--- src/rtl/counter_seq_ctrl.sv ---
// Run/pause/clear BCD up-counter (0000-9999) with a multiplexed 4-digit scan output.
// Optional leading-zero blanking of the scanned digit is enabled by defining LEADING_ZERO_BLANK_EN.
module counter_seq_ctrl #(
  parameter int TICK_DIV = 2500000,
  parameter int SCAN_DIV = 5000
) (
  input  logic        clk,
  input  logic        rst,
  input  logic        start,
  input  logic        stop,
  input  logic        clear,
  output logic [15:0] bcd_out,
  output logic [3:0]  digit_sel,
  output logic [3:0]  digit_bcd,
  output logic        blank,
  output logic [1:0]  state,
  output logic        wrap
);

  localparam int PW = (TICK_DIV > 1) ? $clog2(TICK_DIV) : 1;
  localparam int SW = (SCAN_DIV > 1) ? $clog2(SCAN_DIV) : 1;

  typedef enum logic [1:0] {
    IDLE  = 2'b00,
    RUN   = 2'b01,
    PAUSE = 2'b10,
    BAD   = 2'b11
  } state_t;

  state_t          state_r;
  state_t          state_nxt;
  logic [PW-1:0]   presc_r;
  logic [SW-1:0]   scan_r;
  logic            tick;

  // Ripple-carry increment of a four-digit BCD value; 9999 rolls to 0000.
  function automatic logic [15:0] bcd_inc(input logic [15:0] v);
    logic [15:0] r;
    logic        carry;
    r     = v;
    carry = 1'b1;
    for (int i = 0; i < 4; i++) begin
      if (carry) begin
        if (v[4*i +: 4] == 4'd9) begin
          r[4*i +: 4] = 4'd0;
          carry       = 1'b1;
        end else begin
          r[4*i +: 4] = v[4*i +: 4] + 4'd1;
          carry       = 1'b0;
        end
      end
    end
    return r;
  endfunction

  assign tick  = (state_r == RUN) && (presc_r == PW'(TICK_DIV - 1));
  assign state = state_r;

  // State register
  always_ff @(posedge clk) begin
    if (rst) begin
      state_r <= IDLE;
    end else begin
      state_r <= state_nxt;
    end
  end

  // Next-state logic; clear beats everything, stop wins only while running
  always_comb begin
    state_nxt = state_r;
    if (clear) begin
      state_nxt = IDLE;
    end else begin
      case (state_r)
        IDLE:    if (start) state_nxt = RUN;   else state_nxt = IDLE;
        RUN:     if (stop)  state_nxt = PAUSE; else state_nxt = RUN;
        PAUSE:   if (start) state_nxt = RUN;   else state_nxt = PAUSE;
        default: state_nxt = IDLE;
      endcase
    end
  end

  // Prescaler, BCD count and rollover pulse
  always_ff @(posedge clk) begin
    if (rst) begin
      presc_r <= '0;
      bcd_out <= 16'h0000;
      wrap    <= 1'b0;
    end else if (clear) begin
      presc_r <= '0;
      bcd_out <= 16'h0000;
      wrap    <= 1'b0;
    end else begin
      wrap <= 1'b0;
      if (state_r == RUN) begin
        if (tick) begin
          presc_r <= '0;
          bcd_out <= bcd_inc(bcd_out);
          wrap    <= (bcd_out == 16'h9999);
        end else begin
          presc_r <= presc_r + PW'(1);
        end
      end else if (state_r != PAUSE) begin
        presc_r <= '0;
      end
    end
  end

  // Digit scan: free-running in every state, rotates the one-hot select
  always_ff @(posedge clk) begin
    if (rst) begin
      scan_r    <= '0;
      digit_sel <= 4'b0001;
    end else if (scan_r == SW'(SCAN_DIV - 1)) begin
      scan_r    <= '0;
      digit_sel <= {digit_sel[2:0], digit_sel[3]};
    end else begin
      scan_r    <= scan_r + SW'(1);
    end
  end

  // Selected digit mux
  always_comb begin
    digit_bcd = 4'd0;
    case (digit_sel)
      4'b0001: digit_bcd = bcd_out[3:0];
      4'b0010: digit_bcd = bcd_out[7:4];
      4'b0100: digit_bcd = bcd_out[11:8];
      4'b1000: digit_bcd = bcd_out[15:12];
      default: digit_bcd = 4'd0;
    endcase
  end

`ifdef LEADING_ZERO_BLANK_EN
  // A digit is blank when it and every digit above it are zero; units never blanks
  always_comb begin
    blank = 1'b0;
    case (digit_sel)
      4'b0010: blank = (bcd_out[15:4]  == 12'd0);
      4'b0100: blank = (bcd_out[15:8]  == 8'd0);
      4'b1000: blank = (bcd_out[15:12] == 4'd0);
      default: blank = 1'b0;
    endcase
  end
`else
  assign blank = 1'b0;
`endif

endmodule

--- config.mk ---
export PLATFORM = sky130hd
export DESIGN_NAME = counter_seq_ctrl
export DESIGN_NICKNAME = d
export VERILOG_FILES = /design/src/rtl/counter_seq_ctrl.sv
export SDC_FILE = /design/constraint.sdc
export NUM_CORES = 1
export LEC_CHECK = 0
export CORE_MARGIN = 10
export CORE_UTILIZATION = 55
export CTS_CLUSTER_SIZE = 24
export DETAILED_ROUTE_END_ITERATION = 10
export PLACE_DENSITY = 0.78
export SLEW_MARGIN = 20
export SYNTH_ARGS = -nofsm -noshare
export SYNTH_HDL_FRONTEND = slang
export SYNTH_SLANG_ARGS = --single-unit
--- constraint.sdc ---
create_clock -name clk -period 2.6 [get_ports clk]
set_input_delay 0.52 -clock clk [delete_from_list [all_inputs] [get_ports clk]]
set_output_delay 0.52 -clock clk [all_outputs]
set_load 0.01 [all_outputs]
run_1/zoom.png
Window x 59 to 79, y 59 to 79 um. Cells in gray, sequential cells in the stronger gray; small squares are vias.
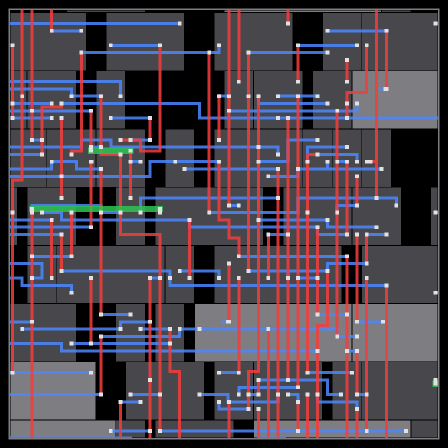
legend:
  met3:
    color: green
  met1:
    color: blue
  met2:
    color: red
most frequent: nand2_1 (6), clkdlybuf4s50_1 (6), dfxtp_1 (4)
netlist names of flops here include: `bcd_out` (3), `wrap` (1)
sequential cells in the window: 4
cells with their middle in the window: 40

run_1/met2.png
Drawn at 4 px/um.
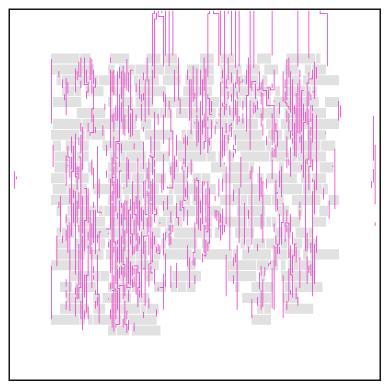
share of all routed wire: 47%
main direction: vertical
longest straight run: 32.6 um
Detailed Route WL: 6865 um
M2 GR Usage: 0.2506

run_1/metal_stack.png
Drawn at 6 px/um. Only two layers are drawn.
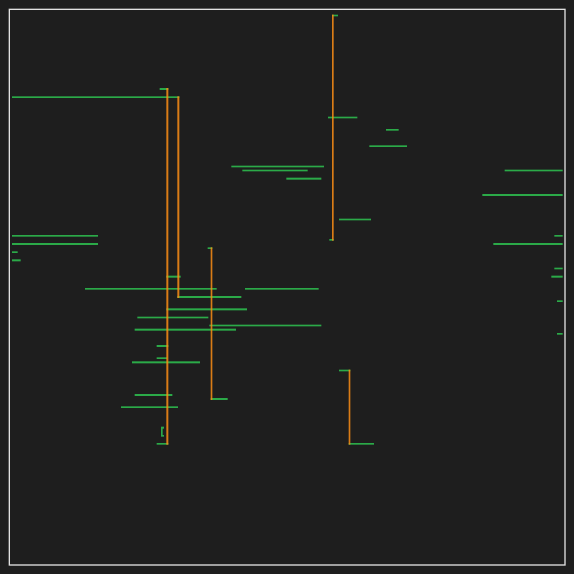
legend:
  met3:
    color: green
    wire_length: 294 um
  met4:
    color: orange
    wire_length: 167 um
routed vias: 2623
Global Route Usage Sum: 0.1656
average wire length per cell after detail routing: 14.96 um

==> COMMIT_EDITMSG, run 1 <==
Add synthesis and place-and-route results

- Outcome: finished clean
- Mux contribution to synthesized area: 0.02822
* Routing layer with the top usage in global route: met2
* Area of the multi-input gates: 1642 sq um
- Final-stage net count: 392
* Chip width: 92.38 um
- The pre-CTS setup check shows a worst slack of 300.1 ps.
- Worst Hold Launch: scan_r[0]
- Crit path max-delay family: buffers and inverters
- CTS tree: yes
* Largest registers: presc_r x22, bcd_out x16, scan_r x13
- The worst setup path is launched from a flip-flop.
* Top library cells by usage in the layout, fill and taps aside: sky130_fd_sc_hd__dfxtp_1 (57), sky130_fd_sc_hd__nor2_1 (52), sky130_fd_sc_hd__nand2_1 (33)
- Power attributed to sequential cells is 0.000898 W.
- Total negative setup slack: 0 ps
* Minimum setup slack among reg-to-reg paths: 300 ps
* Transition time at the pin with the least slew margin: 570.3 ps
* CP bufs+invs: 1
- FF+latch area: 1162 sq um
- Counting instances, the worst hold path has a depth of 1.
- Required time of the worst setup path: around 2100 ps
* Iteration-0 DRC count of the detailed router: about 270
- Sequential cell fraction of total power: 0.498
* Chip Height: 92.38 um
- Per the gpl log, the routability congestion estimate is roughly 0.93.
- The largest cell class by area is logic gates.
* Tcrit/Tclk final: 0.9486
* Fraction of the mapped netlist area in simple logic gates: 0.3244
- Once placement completed, the tool counted placed cells totaling 444.
- Most frequent standard cell in the layout excluding fill and tap cells: sky130_fd_sc_hd__dfxtp_1
- Class of the tightest hold or removal check: reg2reg
==> inputs of run 2 (changes only) <==
--- a/config.mk
+++ b/config.mk
@@ -7,6 +7,7 @@
 export LEC_CHECK = 0
 export CORE_MARGIN = 10
 export CORE_UTILIZATION = 55
+export CTS_BUF_LIST = sky130_fd_sc_hd__clkbuf_2
 export CTS_CLUSTER_SIZE = 24
 export DETAILED_ROUTE_END_ITERATION = 10
 export PLACE_DENSITY = 0.78
run_2/zoom.png
Window x 59 to 79, y 59 to 79 um. Cells in gray, sequential cells in the stronger gray; small squares are vias.
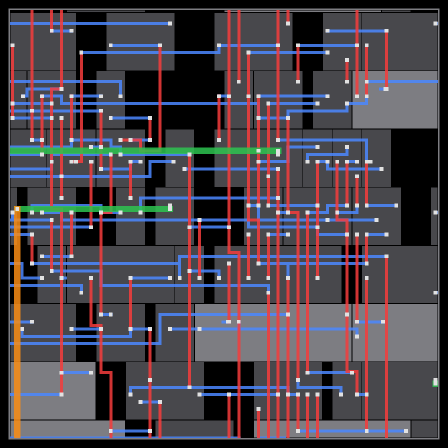
legend:
  met3:
    color: green
  met4:
    color: orange
  met2:
    color: red
  met1:
    color: blue
sequential cells in the window: 4
cells with their middle in the window: 40
netlist names of flops here include: `bcd_out` (3), `wrap` (1)
most frequent: nand2_1 (6), dfxtp_1 (4), clkdlybuf4s50_1 (4)

==> COMMIT_EDITMSG, run 2 <==
Add synthesis and place-and-route results

* Outcome: finished clean (unchanged)
* Worst Hold Launch: scan_r[0] (unchanged)
- The post-placement worst setup slack is 300.1 ps (unchanged).
- The routability-driven placement congestion ratio was 0.9317 (unchanged).
* Cell class ranked first by area: logic gates (unchanged)
* CTS tree: yes (unchanged)
- The most common logic cell in the routed design is sky130_fd_sc_hd__dfxtp_1 (unchanged).
- Average wire length per cell after detail routing: 14.68 um (was 14.96 um)
* Iteration-0 DRC count of the detailed router: 227 (was 269)
* Hold Path Depth: 1 (unchanged)
- The multiplexer area fraction after synthesis came to 0.02822 (unchanged).
* Class of the tightest hold or removal check: reg2reg (unchanged)
* Required time of the worst setup path: 2080 ps (about the same)
- FF+latch area: 1166 sq um (was 1162 sq um)
- Detailed Route WL: 6739 um (was 6865 um)
- Sequential cell fraction of total power: 0.609 (was 0.498)
- The kind of start point of the critical path is a flip-flop (unchanged).
- The number of placed instances with taps included is 444 (unchanged).
- The slew at the pin closest to its max-slew limit was 542.6 ps (was 570.3 ps).
- Top library cells by usage in the layout, fill and taps aside: sky130_fd_sc_hd__dfxtp_1 (56), sky130_fd_sc_hd__nor2_1 (51), sky130_fd_sc_hd__nand2_1 (33) (was sky130_fd_sc_hd__dfxtp_1 (57), sky130_fd_sc_hd__nor2_1 (52), sky130_fd_sc_hd__nand2_1 (33)).
* Fraction of the mapped netlist area in simple logic gates: 0.3244 (unchanged)
- Minimum setup slack among reg-to-reg paths: 300 ps (about the same)
* M2 GR Usage: 0.2447 (was 0.2506)
==> inputs of run 3 (changes only) <==
--- a/config.mk
+++ b/config.mk
@@ -5,6 +5,7 @@
 export SDC_FILE = /design/constraint.sdc
 export NUM_CORES = 1
 export LEC_CHECK = 0
+export CAP_MARGIN = 20
 export CORE_MARGIN = 10
 export CORE_UTILIZATION = 55
 export CTS_BUF_LIST = sky130_fd_sc_hd__clkbuf_2
==> constraint.sdc (replaced) <==
create_clock -name clk -period 2.9 [get_ports clk]
set_input_delay 0.58 -clock clk [delete_from_list [all_inputs] [get_ports clk]]
set_output_delay 0.58 -clock clk [all_outputs]
set_load 0.01 [all_outputs]
run_3/zoom.png
Window x 59 to 79, y 59 to 79 um. Cells in gray, sequential cells in the stronger gray; small squares are vias.
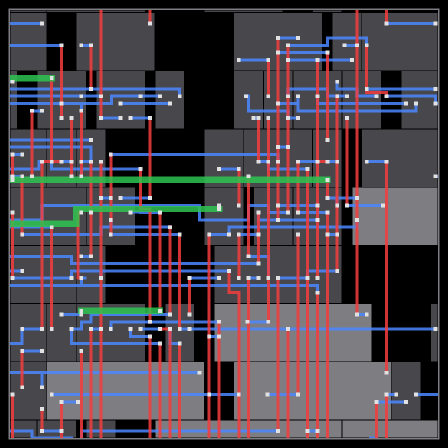
legend:
  met1:
    color: blue
  met3:
    color: green
  met2:
    color: red
cells with their middle in the window: 37
most frequent: nand2_1 (5), nor2_1 (4), dfxtp_1 (4)
netlist names of flops here include: `bcd_out` (3), `wrap` (1)
sequential cells in the window: 4

==> COMMIT_EDITMSG, run 3 <==
Add synthesis and place-and-route results

* Outcome: finished clean (unchanged)
- The vertical extent of the die came to 92.38 um (unchanged).
* Fraction of the mapped netlist area in simple logic gates: 0.3244 (unchanged)
* Class of the tightest hold or removal check: reg2reg (unchanged)
- The global-route total usage across every layer came to 0.1626 (was 0.1639).
- Post-place setup slack: 396.1 ps (was 300.1 ps)
* Area of the multi-input gates: 1647 sq um (was 1644 sq um)
- The most common logic cell in the routed design was sky130_fd_sc_hd__dfxtp_1 (unchanged).
- The gate family responsible for the most delay along the worst path is buffers and inverters (was flip-flops).
- Routed vias: 2616 (was 2609)
- Chip width: 92.38 um (unchanged)
* Average wire length per cell after detail routing: 14.63 um (was 14.68 um)
- The sequential share of power was 0.648 (was 0.609).
* Routing layer with the top usage in global route: met2 (unchanged)
* Cell class ranked first by area: logic gates (unchanged)
* Critical Path Source Type: flip-flop (unchanged)
* Hold Path Depth: 1 (unchanged)
- The worst setup slack for register-to-register paths came to 590 ps (was 300 ps).
- Worst Hold Launch: scan_r[0] (unchanged)
* Cells after DPL: 440 (was 444)
- M2 GR Usage: 0.2482 (was 0.2447)
- Required time of the worst setup path: 2320 ps (was 2080 ps)
- The routability-driven placement congestion ratio was 0.8112 (was 0.9317).
- The setup total negative slack was 0 ps (unchanged).
Power figures rest on the tool's default switching activity, not on a simulated workload.
